File: config.mk
export PLATFORM = sky130hd
export DESIGN_NAME = awgn_align_stage_flat
export DESIGN_NICKNAME = d
export VERILOG_FILES = /design/src/rtl/awgn_align_stage_pkg.sv /design/src/rtl/awgn_align_stage_if.sv /design/src/rtl/barrel_shifter_48_right.sv /design/src/rtl/awgn_align_stage.sv /design/src/flat_wrapper.sv
export SDC_FILE = /design/constraint.sdc
export NUM_CORES = 1
export LEC_CHECK = 0
export CAP_MARGIN = 10
export CORE_UTILIZATION = 58
export CTS_CLUSTER_DIAMETER = 150
export CTS_CLUSTER_SIZE = 8
export DETAILED_ROUTE_END_ITERATION = 6
export PLACE_DENSITY = 0.85
export SLEW_MARGIN = 10
export SYNTH_ARGS = -nofsm -noshare
export SYNTH_HDL_FRONTEND = slang
export SYNTH_SLANG_ARGS = --single-unit
File: constraint.sdc
create_clock -name clk -period 3.7 [get_ports clk]
set_input_delay 0.74 -clock clk [delete_from_list [all_inputs] [get_ports clk]]
set_output_delay 0.74 -clock clk [all_outputs]
set_load 0.005 [all_outputs]
File: src/rtl/awgn_align_stage_pkg.sv
// Shared constants for the AWGN alignment stage: datapath defaults and
// saturating-counter geometry.
package awgn_align_stage_pkg;

  localparam int unsigned AAS_W     = 48;
  localparam int unsigned AAS_SW    = 6;
  localparam int unsigned SAT_CNT_W = 16;

  localparam logic [SAT_CNT_W-1:0] SAT_CNT_MAX = 16'hFFFF;

endpackage

File: src/rtl/awgn_align_stage_if.sv
// Valid/ready handshake bundle for the alignment stage.
// The upstream and downstream sides share this one bundle.
interface awgn_align_stage_if
  import awgn_align_stage_pkg::*;
#(
  parameter int unsigned W = AAS_W
);

  logic         in_valid;
  logic         in_ready;
  logic [W-1:0] in_mant;
  logic [7:0]   in_exp;
  logic         out_valid;
  logic         out_ready;
  logic [W-1:0] out_data;
  logic         out_sticky;

  modport master (
    output in_valid, in_mant, in_exp, out_ready,
    input  in_ready, out_valid, out_data, out_sticky
  );

  modport slave (
    input  in_valid, in_mant, in_exp, out_ready,
    output in_ready, out_valid, out_data, out_sticky
  );

endinterface

File: src/rtl/barrel_shifter_48_right.sv
// Logarithmic right barrel shifter with zero fill.
// Shift amounts of W or more produce zero.
module barrel_shifter_48_right
  import awgn_align_stage_pkg::*;
#(
  parameter int unsigned W  = AAS_W,
  parameter int unsigned SW = AAS_SW
) (
  input  logic [W-1:0]  i_data,
  input  logic [SW-1:0] i_shamt,
  output logic [W-1:0]  o_data
);

  logic [W-1:0] w_stage;

  always_comb begin
    w_stage = i_data;
    for (int unsigned k = 0; k < SW; k++) begin
      if (i_shamt[k]) begin
        w_stage = w_stage >> (1 << k);
      end
    end
    o_data = w_stage;
  end

endmodule

File: src/rtl/awgn_align_stage.sv
// Two-stage elastic pipeline that right-aligns a mantissa by an exponent,
// collecting shifted-out bits into a sticky flag and counting saturating shifts.
module awgn_align_stage
  import awgn_align_stage_pkg::*;
#(
  parameter int unsigned W  = AAS_W,
  parameter int unsigned SW = AAS_SW
) (
  input  logic                 clk,
  input  logic                 reset,
  awgn_align_stage_if.slave    bus,
  output logic [SAT_CNT_W-1:0] sat_count
);

  localparam logic [7:0]   W_EXP = 8'(W);
  localparam logic [W-1:0] ONES  = '1;

  logic                 r_s1_valid;
  logic [W-1:0]         r_s1_mant;
  logic [SW-1:0]        r_s1_shift;
  logic                 r_s1_sat;
  logic                 r_s1_sticky_all;

  logic                 r_s2_valid;
  logic [W-1:0]         r_s2_data;
  logic                 r_s2_sticky;

  logic [SAT_CNT_W-1:0] r_sat_count;

  logic                 w_s2_free;
  logic                 w_s1_free;
  logic                 w_in_sat;
  logic                 w_accept;
  logic [W-1:0]         w_shifted;
  logic [W-1:0]         w_mask;
  logic                 w_sticky;

  // Ready depends only on register state and out_ready, never on in_valid.
  assign w_s2_free = !r_s2_valid || bus.out_ready;
  assign w_s1_free = !r_s1_valid || w_s2_free;
  assign w_in_sat  = (bus.in_exp >= W_EXP);
  assign w_accept  = bus.in_valid && w_s1_free;

  assign bus.in_ready = w_s1_free;

  always_ff @(posedge clk) begin
    if (reset) begin
      r_s1_valid      <= 1'b0;
      r_s1_mant       <= '0;
      r_s1_shift      <= '0;
      r_s1_sat        <= 1'b0;
      r_s1_sticky_all <= 1'b0;
    end else if (w_s1_free) begin
      r_s1_valid      <= bus.in_valid;
      r_s1_mant       <= bus.in_mant;
      r_s1_shift      <= w_in_sat ? '0 : bus.in_exp[SW-1:0];
      r_s1_sat        <= w_in_sat;
      r_s1_sticky_all <= |bus.in_mant;
    end
  end

  barrel_shifter_48_right #(
    .W  (W),
    .SW (SW)
  ) u_shift (
    .i_data  (r_s1_mant),
    .i_shamt (r_s1_shift),
    .o_data  (w_shifted)
  );

  assign w_mask   = ~(ONES << r_s1_shift);
  assign w_sticky = |(r_s1_mant & w_mask);

  always_ff @(posedge clk) begin
    if (reset) begin
      r_s2_valid  <= 1'b0;
      r_s2_data   <= '0;
      r_s2_sticky <= 1'b0;
    end else if (w_s2_free) begin
      r_s2_valid  <= r_s1_valid;
      r_s2_data   <= r_s1_sat ? '0 : w_shifted;
      r_s2_sticky <= r_s1_sat ? r_s1_sticky_all : w_sticky;
    end
  end

  always_ff @(posedge clk) begin
    if (reset) begin
      r_sat_count <= '0;
    end else if (w_accept && w_in_sat && (r_sat_count != SAT_CNT_MAX)) begin
      r_sat_count <= r_sat_count + 1'b1;
    end
  end

  assign bus.out_valid  = r_s2_valid;
  assign bus.out_data   = r_s2_data;
  assign bus.out_sticky = r_s2_sticky;
  assign sat_count      = r_sat_count;

endmodule

File: src/flat_wrapper.sv
// flat-port wrapper written by rule: the top's interface ports become plain ports
module awgn_align_stage_flat import awgn_align_stage_pkg::*;
#(
  parameter int unsigned W  = AAS_W,
  parameter int unsigned SW = AAS_SW
)
  (clk, reset, sat_count, bus_in_valid, bus_in_mant, bus_in_exp, bus_out_ready, bus_in_ready, bus_out_valid, bus_out_data, bus_out_sticky);
  awgn_align_stage_if #(.W(W)) bus_i ();
  input  logic clk;
  input  logic reset;
  output logic [SAT_CNT_W-1:0] sat_count;
  input wire logic [$bits(bus_i.in_valid)-1:0] bus_in_valid;
  input wire logic [$bits(bus_i.in_mant)-1:0] bus_in_mant;
  input wire logic [$bits(bus_i.in_exp)-1:0] bus_in_exp;
  input wire logic [$bits(bus_i.out_ready)-1:0] bus_out_ready;
  output wire logic [$bits(bus_i.in_ready)-1:0] bus_in_ready;
  output wire logic [$bits(bus_i.out_valid)-1:0] bus_out_valid;
  output wire logic [$bits(bus_i.out_data)-1:0] bus_out_data;
  output wire logic [$bits(bus_i.out_sticky)-1:0] bus_out_sticky;
  assign bus_i.in_valid = bus_in_valid;
  assign bus_i.in_mant = bus_in_mant;
  assign bus_i.in_exp = bus_in_exp;
  assign bus_i.out_ready = bus_out_ready;
  assign bus_in_ready = bus_i.in_ready;
  assign bus_out_valid = bus_i.out_valid;
  assign bus_out_data = bus_i.out_data;
  assign bus_out_sticky = bus_i.out_sticky;
  awgn_align_stage #(.W(W), .SW(SW)) u_core (.clk(clk), .reset(reset), .bus(bus_i), .sat_count(sat_count));
endmodule
### Register map, names as in the netlist, run 1

Bar = 20 µm.
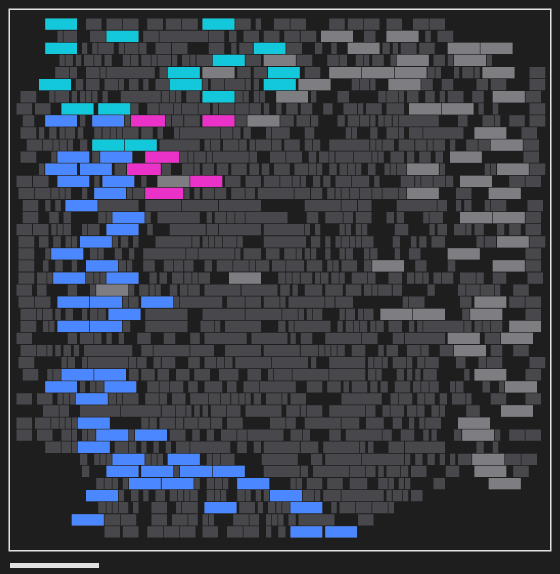
Cyan stands for u_core.sat_count, flops 16. Magenta stands for u_core.r_s1_shift, flops 6. Blue stands for u_core.r_s1_mant, flops 48.
Another 53 sequential cells are not coloured.
sequential share of cell area: 24.34%
Seq power: 1500 µW
Seq. cell area: 2470 µm²
Layout Utilization: 72.81%

### Port wiring, run 1

Bar = 20 µm.
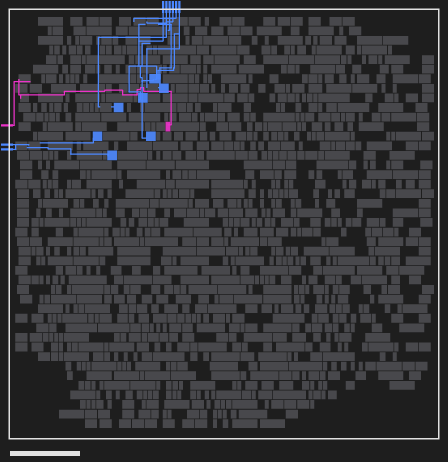
Magenta stands for bus_in_ready, bits 1, direction output, edge left, end cells 1, buffers 1, wire 82.6 µm. Blue stands for bus_in_exp, bits 8, direction input, edge 6 top, 2 left, end cells 7, buffers 8, wire 292 µm.
I/O Buffers: 126
IO Pins: 127

==> flow_metrics.env, run 1 <==
# yosys + openroad results
export IMPL_leakage_uw=0.003725
export IMPL_syn_area_um2=8285
export IMPL_critPathArrivalTime_ns=3.25
export IMPL_finalWorstSetupSlack_ns=0.7563
export IMPL_path_depth=7
export IMPL_taps=180
export IMPL_min_period_ns=2.944
export IMPL_hp_start="u_core.bus.out_data[20]"
export IMPL_powerDensity_nw_per_um2=379.4
export IMPL_r2r_end="u_core.bus.out_data[9]"
export IMPL_htree_levels=4
export IMPL_switchingPower_uw=1086
export IMPL_drt_iter0_drc=1427
export IMPL_ir_drop_v=0.0002925
export IMPL_dpl_hpwl_um=19060
export IMPL_remaining_drc_errors=0
export IMPL_layout_drive_gt1_share_pct=11.82
export IMPL_area_leaders="dfxtp_1, mux4_2, nand2_1"
export IMPL_power_internal_uw=2764
export IMPL_vias=8727
export IMPL_logic_family="multiplexers"
export IMPL_critPathCapture="u_core.bus.out_data[9]"
export IMPL_cp_required_ns=4.01
export IMPL_synthAoiAreaFrac_pct=20.98
export IMPL_grt_max_degree=93
export IMPL_die_h_um=121.5
export IMPL_fmax_ghz=0.3397
export IMPL_ys_sh_simple_pct=19.56
export IMPL_cp_start_kind="flop"
export IMPL_final_max_slew_viol_count=0
export IMPL_row_count=43
export IMPL_clk_path_buf_depth=2
export IMPL_grt_pass1_wl_um=42220
export IMPL_synth_seq_share_pct=29.72
export IMPL_path_class="flop to flop"
export IMPL_area_delta_synth_final_pct=22.46
export IMPL_power_frac_seq_pct=39.1
export IMPL_routabilityCongestion=0.9842
export IMPL_cp_max_fo=66
export IMPL_hold_viol_final=0
export IMPL_drt_pass1_iter_count=6
export IMPL_dp_slack_ns=0.7453
export IMPL_nNonClkBuffers=150
export IMPL_reg2reg_depth=7
export IMPL_tool_warnings=26
export IMPL_maxCapViolations=0
export IMPL_power_clock_uw=1740
export IMPL_synthCells=1004
export IMPL_syn_area_per_cell_um2=8.252
export IMPL_hold_path_depth=2
export IMPL_buffer_area_share_pct=14.16
export IMPL_synth_xor_xnor_area_share_pct=1.374
export IMPL_slowest_stage="dfxtp_4"
export IMPL_comb_area_um2=5349
export IMPL_power_frac_clock_pct=45.2
export IMPL_finalSetupViolCount=0
export IMPL_status="completed"
export IMPL_fp_dieW_um=121.5
export IMPL_cts_buffers=17
export IMPL_routed_via_density=6.866
export IMPL_comb_power_share_pct=15.7
export IMPL_slew_limit_headroom_pct=24.19
export IMPL_critical_path_startpoint="u_core.r_s1_shift[1]"
export IMPL_rsz0062_at_grt="false"
export IMPL_top_cell_area_share_pct=29.72
export IMPL_wl_per_cell_um=21.46
export IMPL_n_antenna_cell=0
export IMPL_holdPathEnd="u_core.bus.out_data[20]"
export IMPL_comb_power_uw=605
export IMPL_slowest_delay_ns=0.91
export IMPL_synthMuxAreaShare_pct=21.94
export IMPL_clock_root_buffer="clkbuf_16"
export IMPL_first_global_vias=7719
export IMPL_synth_flops=123
### Congestion heat map, run 1

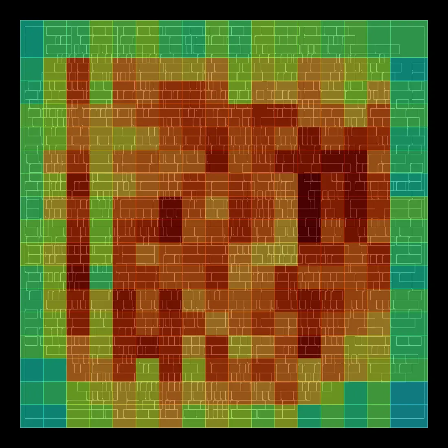
met2 Track Usage GR: 56.11%
grt met3 use: 7.707%
global routing usage on met1: 51.82%
GRT Overall Usage: 37.39%

-- run 1: cells in the final DEF (no fill, tap or decap), drive strengths merged, types with 8 or more instances in the layout --
cell	Yosys	final
a211oi	9	9
a21oi	98	98
a221oi	10	10
a22oi	30	30
a31oi	10	10
buf	36	25
clkbuf	59	18
clkdlybuf4s50	0	125
dfxtp	123	123
inv	14	20
mux2	18	18
mux2i	44	44
mux4	50	50
nand2	192	192
nand3	19	19
nor2	84	84
nor3	15	15
nor4	17	17
o21ai	43	43
or3	8	8
xnor2	11	11
-- run 1: state kept, by name, summed over array words and instances, names as in the netlist --
register	count
u_core.bus.out_valid	1
u_core.sat_count	16
u_core.r_s1_sat	1
u_core.bus.out_sticky	1
u_core.bus.out_data	48
u_core.r_s1_shift	6
u_core.r_s1_valid	1
u_core.r_s1_sticky_all	1
u_core.r_s1_mant	48
-- run 1: per-stage QoR --
stage / power, µW / std cells / cell area (µm²)
finish: 3850 / 1271 / 10150
global route: 3952 / 1271 / 10150
CTS: 3829 / 1271 / 10150
detailed placement: 2106 / 1239 / 9533
global placement: 2093 / 1239 / 9533
floorplan: 1838 / 1004 / 8285
-- run 1: cells in the mapped netlist, types with 8 or more instances --
cell type	instances
nand2_1	192
dfxtp_1	123
a21oi_1	98
nor2_1	83
clkbuf_1	58
mux2i_1	44
o21ai_0	42
mux4_2	37
a22oi_1	30
nand3_1	19
mux2_2	18
buf_2	17
nor4_1	16
nor3_1	15
inv_1	13
mux4_1	13
buf_1	11
xnor2_1	11
a31oi_1	10
a211oi_1	9
a221oi_1	9
or3_1	8
-- run 1: per-layer routing --
metal  track usage (%)  vias to the layer above  part of all wire [%]
met4             16.74                        0                   4.4
met3             7.707                      126                    13
met5                 0                        -                     0
met1             51.82                     4034                    38
li1                  -                     3873                     -
met2             56.11                      694                    45
### Close-up of the layout, run 1

Bar = 10 µm. Window x 18 to 43, y 18 to 43 µm. Cells in grey, sequential cells in the stronger grey; small squares are vias.
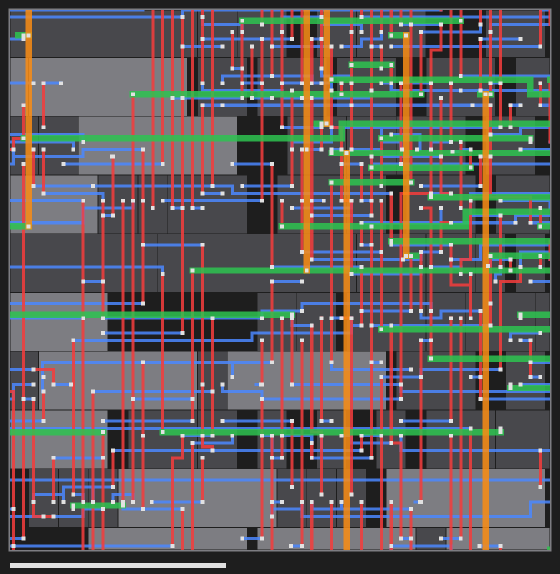

==> inputs of run 2 (changes only) <==
--- a/config.mk
+++ b/config.mk
@@ -6,11 +6,11 @@
 export NUM_CORES = 1
 export LEC_CHECK = 0
 export CAP_MARGIN = 10
-export CORE_UTILIZATION = 58
+export CORE_UTILIZATION = 55
 export CTS_CLUSTER_DIAMETER = 150
 export CTS_CLUSTER_SIZE = 8
 export DETAILED_ROUTE_END_ITERATION = 6
-export PLACE_DENSITY = 0.85
+export PLACE_DENSITY = 0.81
 export SLEW_MARGIN = 10
 export SYNTH_ARGS = -nofsm -noshare
 export SYNTH_HDL_FRONTEND = slang
==> constraint.sdc (replaced) <==
create_clock -name clk -period 2.89 [get_ports clk]
set_input_delay 0.578 -clock clk [delete_from_list [all_inputs] [get_ports clk]]
set_output_delay 0.578 -clock clk [all_outputs]
set_load 0.005 [all_outputs]
### Close-up of the layout, run 2

Bar = 10 µm. Window x 19 to 44, y 19 to 44 µm. Cells in grey, sequential cells in the stronger grey; small squares are vias.
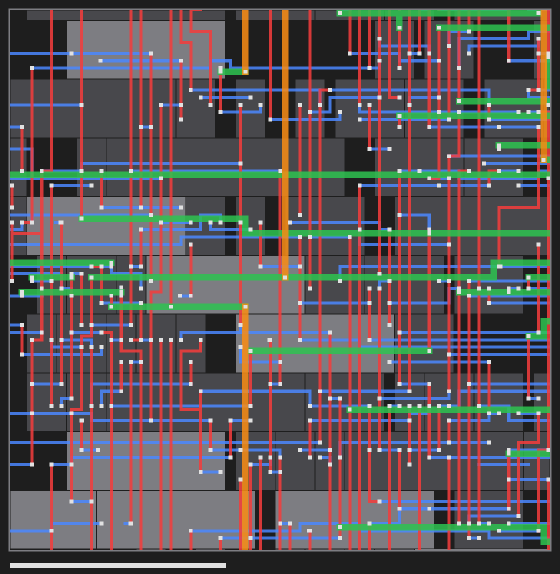
Green stands for met3. Blue stands for met1. Orange stands for met4. Red stands for met2.
50 logic cells have their middle in the window. Most frequent: nand2_1 (12), a21oi_1 (8), dfxtp_1 (8). Sequential cells in the window: 8. Netlist names of flops here include u_core.r_s1_mant (8).

### Gate families picked out, run 2

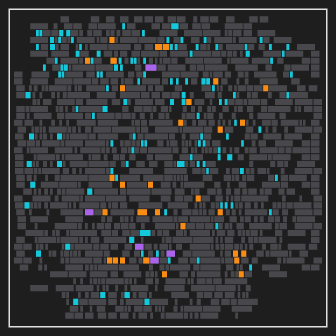
Purple stands for adder and majority cells, cells 5, most used maj3_1. Orange stands for AND and OR gates, cells 30, most used or3_1. Cyan stands for NOR gates, cells 119, most used nor2_1, where spread over the die.
Top cell excl fill/tap: nand2_1
final cell count without fillers: 1282
combinational share of cell area: 52.34%

==> run 2 against run 1 <==
Critical path depth stayed put. Sequential cell count did not move. Total power rose by 26%. Final area grew 0.73%. Fmax rose by 13%. Register-to-register slack got worse by 0.48 ns. Critical path type unchanged. Critical endpoint is now u_core.bus.out_data[22]. Largest power group unchanged. Highest routed layer unchanged.
==> flow_metrics.env, run 2 <==
# yosys + openroad results
export IMPL_fin_crit_sh_pct=90.45
export IMPL_reg2reg_depth=7
export IMPL_maxCapViolations=0
export IMPL_top_usage_layer="met2"
export IMPL_crit_family="AND-OR/OR-AND gates"
export IMPL_area_delta_synth_final_pct=23.35
export IMPL_pin_count=127
export IMPL_fp_dieW_um=124.7
export IMPL_wl_met2_um=11640
export IMPL_synth_flops=123
export IMPL_area_leaders="dfxtp_1, mux4_2, nand2_1"
export IMPL_most_common_cell="nand2_1"
export IMPL_layout_top_cells="nand2_1, clkdlybuf4s50_1, dfxtp_1, a21oi_1, nor2_1"
export IMPL_die_h_um=124.7
export IMPL_hold_viol_final=0
export IMPL_drt_pass1_iter_count=5
export IMPL_design_area_um2=10220
export IMPL_tool_warnings=26
export IMPL_finalSetupViolCount=0
export IMPL_grt_max_degree=80
export IMPL_path_depth=7
export IMPL_critPathArrivalTime_ns=2.94
export IMPL_holdBufCountCts=0
export IMPL_hp_class="flop to flop"
export IMPL_routed_via_density=6.746
export IMPL_remaining_drc_errors=0
export IMPL_syn_area_per_cell_um2=8.252
export IMPL_slowest_stage="dfxtp_4"
export IMPL_rsz0062_at_grt="false"
export IMPL_htree_levels=4
export IMPL_highest_layer="met4"
export IMPL_routabilityCongestion=1.025
export IMPL_vias=8649
export IMPL_grt_use_total_pct=35.05
export IMPL_critical_path_startpoint="u_core.r_s1_shift[1]"
export IMPL_layout_drive_gt1_share_pct=12.30
export IMPL_route_met3_wl_um=3131
export IMPL_status="completed"
export IMPL_async_flop_share_pct=0
export IMPL_min_period_ns=2.614
export IMPL_n_antenna_cell=0
export IMPL_wl_per_cell_um=20.93
export IMPL_drt_iter0_drc=1207
export IMPL_cp_max_fo=44
export IMPL_totalWireLength_um=26830
export IMPL_portBuffers=126
export IMPL_first_global_vias=8042
export IMPL_row_count=44
export IMPL_r2r_end="u_core.bus.out_data[22]"
export IMPL_met1_usage_pct=47.62
export IMPL_cts_resized=0
export IMPL_grt_pass1_wl_um=43360
export IMPL_final_max_slew_viol_count=0
export IMPL_placedCellCount=1252
export IMPL_powerDensity_nw_per_um2=476.1
export IMPL_clock_root_buffer="clkbuf_16"
export IMPL_path_class="flop to flop"
export IMPL_initCoreUtil_pct=56.79
export IMPL_top_cell_area_share_pct=29.72
export IMPL_placed_area_um2=9630
export IMPL_fin_skew_ns=0.01381
export IMPL_fmax_ghz=0.3825
export IMPL_yosys_stat_cells=1004
export IMPL_synthCells=1004
export IMPL_synth_cell_types=72
export IMPL_worst_r2r_setup_slack_ns=0.28
export IMPL_cts_buffers=17
export IMPL_finalWorstSetupSlack_ns=0.2759
export IMPL_critPathCapture="u_core.bus.out_data[22]"
export IMPL_chipArea_um2=15560
export IMPL_wl_met1_um=10780
export IMPL_slowest_delay_ns=0.75
export IMPL_dpl_hpwl_um=18970
export IMPL_leakage_uw=0.003755
export IMPL_syn_area_um2=8285
export IMPL_cp_required_ns=3.21
export IMPL_dp_slack_ns=0.1670
export IMPL_ant_nets=0
export IMPL_slew_limit_headroom_pct=46.26
export IMPL_ir_drop_v=0.0004121
export IMPL_top_cells_by_count="nand2_1, dfxtp_1, a21oi_1, nor2_1, clkbuf_1"
export IMPL_comb_area_um2=5349
export IMPL_clock_latency_late_pin_ns=0.43
export IMPL_use_met3_pct=9.708
export IMPL_fin_setup_tns_ns=0
export IMPL_edf_count=0
export IMPL_clk_path_buf_depth=2
export IMPL_yosys_area_um2=8285
export IMPL_synth_seq_share_pct=29.72
export IMPL_regArea_um2=2470
export IMPL_overflow=0
export IMPL_fin_nets=1148
export IMPL_met2_usage_pct=50.63
export IMPL_cp_start_kind="flop"
run 2: final cells by class:
cell class | count | area share (%)
Tap cell | 184 | 2.253
Clock buffer | 20 | 4.371
Inverter | 14 | 0.5142
Multi-Input combinational cell | 772 | 52.34
Timing Repair Buffer | 159 | 14.96
Sequential cell | 123 | 24.17
Clock inverter | 10 | 1.396
run 2: per-stage QoR:
step / utilization [%] / hold slack (ns) / total power [µW]
global route: 70.05 / 0.4484 / 5008
detailed placement: 66.01 / 0.4313 / 2702
floorplan: - / 0.4317 / 2353
CTS: 70.05 / 0.4383 / 4838
finish: 70.05 / 0.4345 / 4866
global placement: 66.01 / 0.4254 / 2688
run 2: kinds of logic (layout without fill, tap and decap cells):
group	after synthesis	count (layout)	share of synthesized area (%)
muxes	112	112	21.94
AOI/OAI and AO/OA	269	269	20.98
DFF	123	123	29.72
buffers and inverters	109	203	5.799
xor gates and xnor gates	13	13	1.374
adders and majority gates	5	5	0.6342
and+or+nand+nor	373	373	19.56
run 2: worst min path at each step:
| stage | startpoint | to | slack, ns | depth (start not counted) |
|---|---|---|---|---|
| after global routing | u_core.bus.out_data[20] | u_core.bus.out_data[20] | 0.45 | 2 |
| after detailed placement | u_core.bus.out_data[20] | u_core.bus.out_data[20] | 0.43 | 2 |
| final | u_core.bus.out_data[20] | u_core.bus.out_data[20] | 0.43 | 2 |
| after CTS | u_core.bus.out_data[20] | u_core.bus.out_data[20] | 0.44 | 2 |
| after floorplan | u_core.r_s1_valid | u_core.bus.out_valid | 0.43 | 2 |
| after global placement | u_core.bus.out_data[20] | u_core.bus.out_data[20] | 0.43 | 2 |
run 2: report_power, final:
part	internal (µW)	leakage (µW)	total (µW)	switching, µW
clock	1370	0.000275	2170	797
combinational	390	0.00247	783	393
sequential	1780	0.00101	1920	138
total	3540	0.00376	4870	1330
### Register map, names as in the netlist, run 2

Bar = 20 µm.
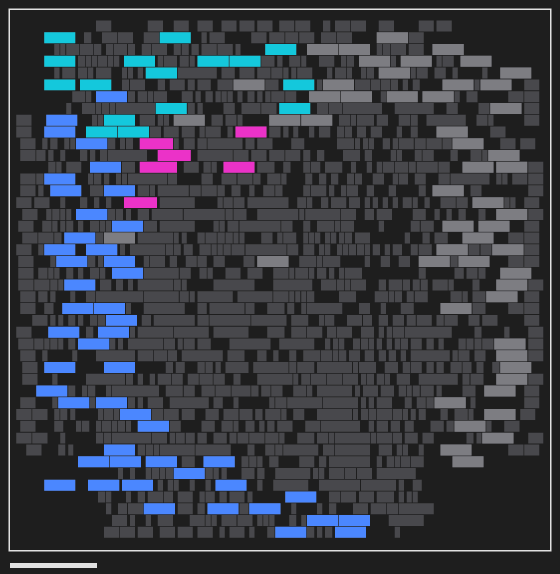

==> inputs of run 3 (changes only) <==
--- a/config.mk
+++ b/config.mk
@@ -6,11 +6,12 @@
 export NUM_CORES = 1
 export LEC_CHECK = 0
 export CAP_MARGIN = 10
-export CORE_UTILIZATION = 55
+export CORE_UTILIZATION = 58
 export CTS_CLUSTER_DIAMETER = 150
 export CTS_CLUSTER_SIZE = 8
 export DETAILED_ROUTE_END_ITERATION = 6
-export PLACE_DENSITY = 0.81
+export DONT_BUFFER_PORTS = 1
+export PLACE_DENSITY = 0.74
 export SLEW_MARGIN = 10
 export SYNTH_ARGS = -nofsm -noshare
 export SYNTH_HDL_FRONTEND = slang
### Register map, names as in the netlist, run 3

Bar = 20 µm.
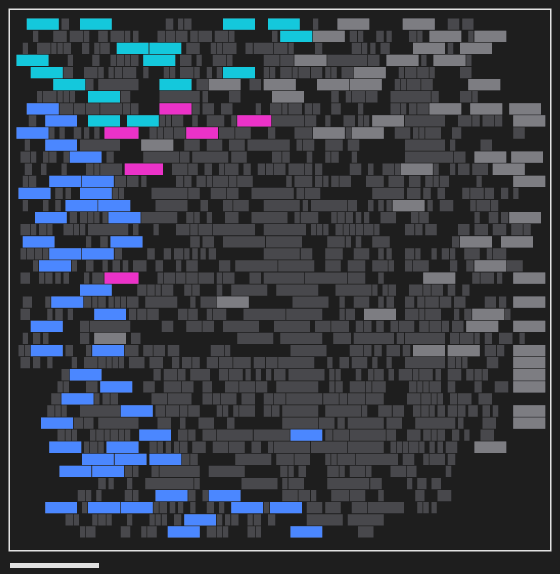
Cyan stands for u_core.sat_count, flops 16. Blue stands for u_core.r_s1_mant, flops 48. Magenta stands for u_core.r_s1_shift, flops 6, where upper left.
Seq power: 1930 µW
Layout Utilization: 64.41%
sequential share of cell area: 27.52%

### Gate families picked out, run 3

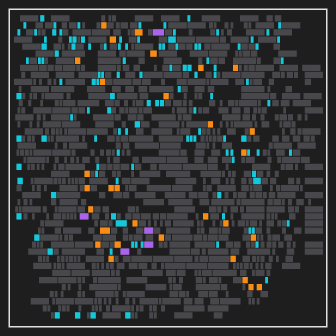
Orange stands for AND and OR gates, cells 30, most used or3_1. Cyan stands for NOR gates, cells 119, most used nor2_1, where spread over the die. Purple stands for adder and majority cells, cells 5, most used maj3_1.
combinational share of cell area: 59.60%
final cell count without fillers: 1153

==> run 3 against run 2 <==
Sequential cell count did not move. Largest power group unchanged. Critical endpoint is now u_core.bus.out_data[1]. Highest routed layer is now met5. Fmax rose by 6.2%. Worst setup slack improved by 0.15 ns. Utilization fell by 5.6 points. Clock skew fell by 0.0019 ns.
==> flow_metrics.env, run 3 <==
# yosys + openroad results
export IMPL_initCoreUtil_pct=59.46
export IMPL_fin_crit_sh_pct=85.16
export IMPL_cp_start_kind="flop"
export IMPL_fin_skew_ns=0.01187
export IMPL_pin_count=127
export IMPL_totalWireLength_um=27130
export IMPL_placed_area_um2=8379
export IMPL_grt_pass1_wl_um=41380
export IMPL_crit_family="multiplexers"
export IMPL_hp_class="primary input to flop"
export IMPL_path_cells="buf_4 -> mux4_1 -> mux2_2 -> mux2i_1 -> a21oi_1 -> a21oi_1 -> o21ai_0"
export IMPL_remaining_drc_errors=0
export IMPL_post_cts_repair_setup_buffers=0
export IMPL_yosys_area_um2=8285
export IMPL_cp_required_ns=3.19
export IMPL_wl_per_cell_um=23.53
export IMPL_drt_pass1_iter_count=5
export IMPL_synthCells=1004
export IMPL_ys_warnings_count=0
export IMPL_cts_tree="yes"
export IMPL_area_delta_synth_final_pct=8.321
export IMPL_syn_area_um2=8285
export IMPL_top_cells_by_count="nand2_1, dfxtp_1, a21oi_1, nor2_1, clkbuf_1"
export IMPL_critPathCaptureType="flop"
export IMPL_overflow=0
export IMPL_holdBufCountCts=0
export IMPL_worstMarginPinSlew_ns=0.7894
export IMPL_final_max_slew_viol_count=0
export IMPL_vias=8156
export IMPL_hp_start="reset"
export IMPL_synth_cell_types=72
export IMPL_grt_max_degree=99
export IMPL_clk_path_buf_depth=2
export IMPL_powerDensity_nw_per_um2=521.7
export IMPL_finalWorstSetupSlack_ns=0.4288
export IMPL_ant_nets=0
export IMPL_slew_limit_headroom_pct=47.38
export IMPL_dp_slack_ns=0.4702
export IMPL_chipArea_um2=14770
export IMPL_cts_sinks=123
export IMPL_cts_buffers=17
export IMPL_ir_drop_v=0.0004216
export IMPL_path_class="flop to flop"
export IMPL_ys_flop_type="dfxtp_1"
export IMPL_critPathArrivalTime_ns=2.76
export IMPL_slowest_stage="mux4_1"
export IMPL_core_area_um2=13930
export IMPL_lay_top_count="nand2_1"
export IMPL_cpMostUsedCell="a21oi_1"
export IMPL_fin_setup_tns_ns=0
export IMPL_edf_count=0
export IMPL_dpl_hpwl_um=19010
export IMPL_antenna_found_initial=1
export IMPL_layout_drive_gt1_share_pct=13.89
export IMPL_fin_nets=1020
export IMPL_htree_levels=4
export IMPL_design_area_um2=8975
export IMPL_critical_path_startpoint="u_core.r_s1_shift[1]"
export IMPL_clk_pin_slew_ns=0.06
export IMPL_reg2reg_from="u_core.r_s1_shift[1]"
export IMPL_slowest_delay_ns=0.64
export IMPL_synth_flops=123
export IMPL_synth_seq_share_pct=29.72
export IMPL_status="completed"
export IMPL_routed_via_density=7.074
export IMPL_cp_max_fo=24
export IMPL_synth_nets=1065
export IMPL_portBuffers=0
export IMPL_most_common_cell="nand2_1"
export IMPL_hold_viol_final=0
export IMPL_area_leaders="dfxtp_1, mux4_2, nand2_1"
export IMPL_grt_use_total_pct=37.10
export IMPL_syn_area_per_cell_um2=8.252
export IMPL_finalSetupViolCount=0
export IMPL_drt_iter0_drc=1121
export IMPL_clock_root_buffer="clkbuf_16"
export IMPL_fmax_ghz=0.4063
export IMPL_top_area_cell="dfxtp_1"
export IMPL_die_h_um=121.5
export IMPL_fp_dieW_um=121.5
export IMPL_async_flop_share_pct=0
export IMPL_routabilityCongestion=1.022
export IMPL_tool_warnings=26
export IMPL_maxCapViolations=0
export IMPL_row_count=43
export IMPL_rsz0062_at_grt="false"
export IMPL_holdWs_ns=0.2223
export IMPL_layout_top_cells="nand2_1, dfxtp_1, a21oi_1, nor2_1, mux2i_1"
export IMPL_cts_resized=0
export IMPL_yosys_stat_cells=1004
export IMPL_first_global_vias=7479
export IMPL_top_cell_area_share_pct=29.72
export IMPL_path_buffers=1
export IMPL_min_period_ns=2.461
export IMPL_leakage_uw=0.003299
export IMPL_clock_latency_late_pin_ns=0.42
## run 3: path summary, 6_finish.rpt
kind         slack (ns)  cells after the start                      end
min reg2reg        0.47                      2  u_core.bus.out_data[32]
max reg2reg        0.43                      7   u_core.bus.out_data[1]
min                0.22                      1  u_core.bus.out_data[32]
max                0.43                      7   u_core.bus.out_data[1]
## run 3: cell families after synthesis
logic type,Yosys count,synth area share (%)
compound gates,269,20.98
buf+inv,109,5.799
simple gates,373,19.56
fa+ha+maj,5,0.6342
xor+xnor,13,1.374
mux,112,21.94
flops,123,29.72
## run 3: through the flow
step                      std cells  power [µW]
after floorplan                1004        2353
after global placement         1120        2528
after detailed placement       1120        2535
after CTS                      1152        4667
after global routing           1153        4816
final                          1153        4682
## run 3: area by class of cell
type,count,area (µm²)
Multi-Input combinational cell,772,5349
Fill cell,1168,4960
Sequential cell,123,2470
Clock buffer,20,456.7
Timing Repair Buffer,31,282.8
Tap cell,180,225.2
Clock inverter,12,136.4
Inverter,14,52.55
Antenna cell,1,2.502
## run 3: layer usage
layer	routed length (µm)	up-vias	track usage, %	part of all wire [%]
met1	10910	3801	50.33	40
met3	3480	89	11.00	13
met2	11560	631	52.20	43
li1	-	3633	-	-
met4	1133	2	20.60	4.2
met5	55	-	3.125	0.20
## run 3: power breakdown
group	total (µW)	switching, µW	leakage [µW]	internal, µW
logic	598	336	0.00200	262
registers	1930	150	0.00101	1780
clock network	2150	833	0.000283	1320
No activity file was given, so power comes from the tool's default toggle rates.
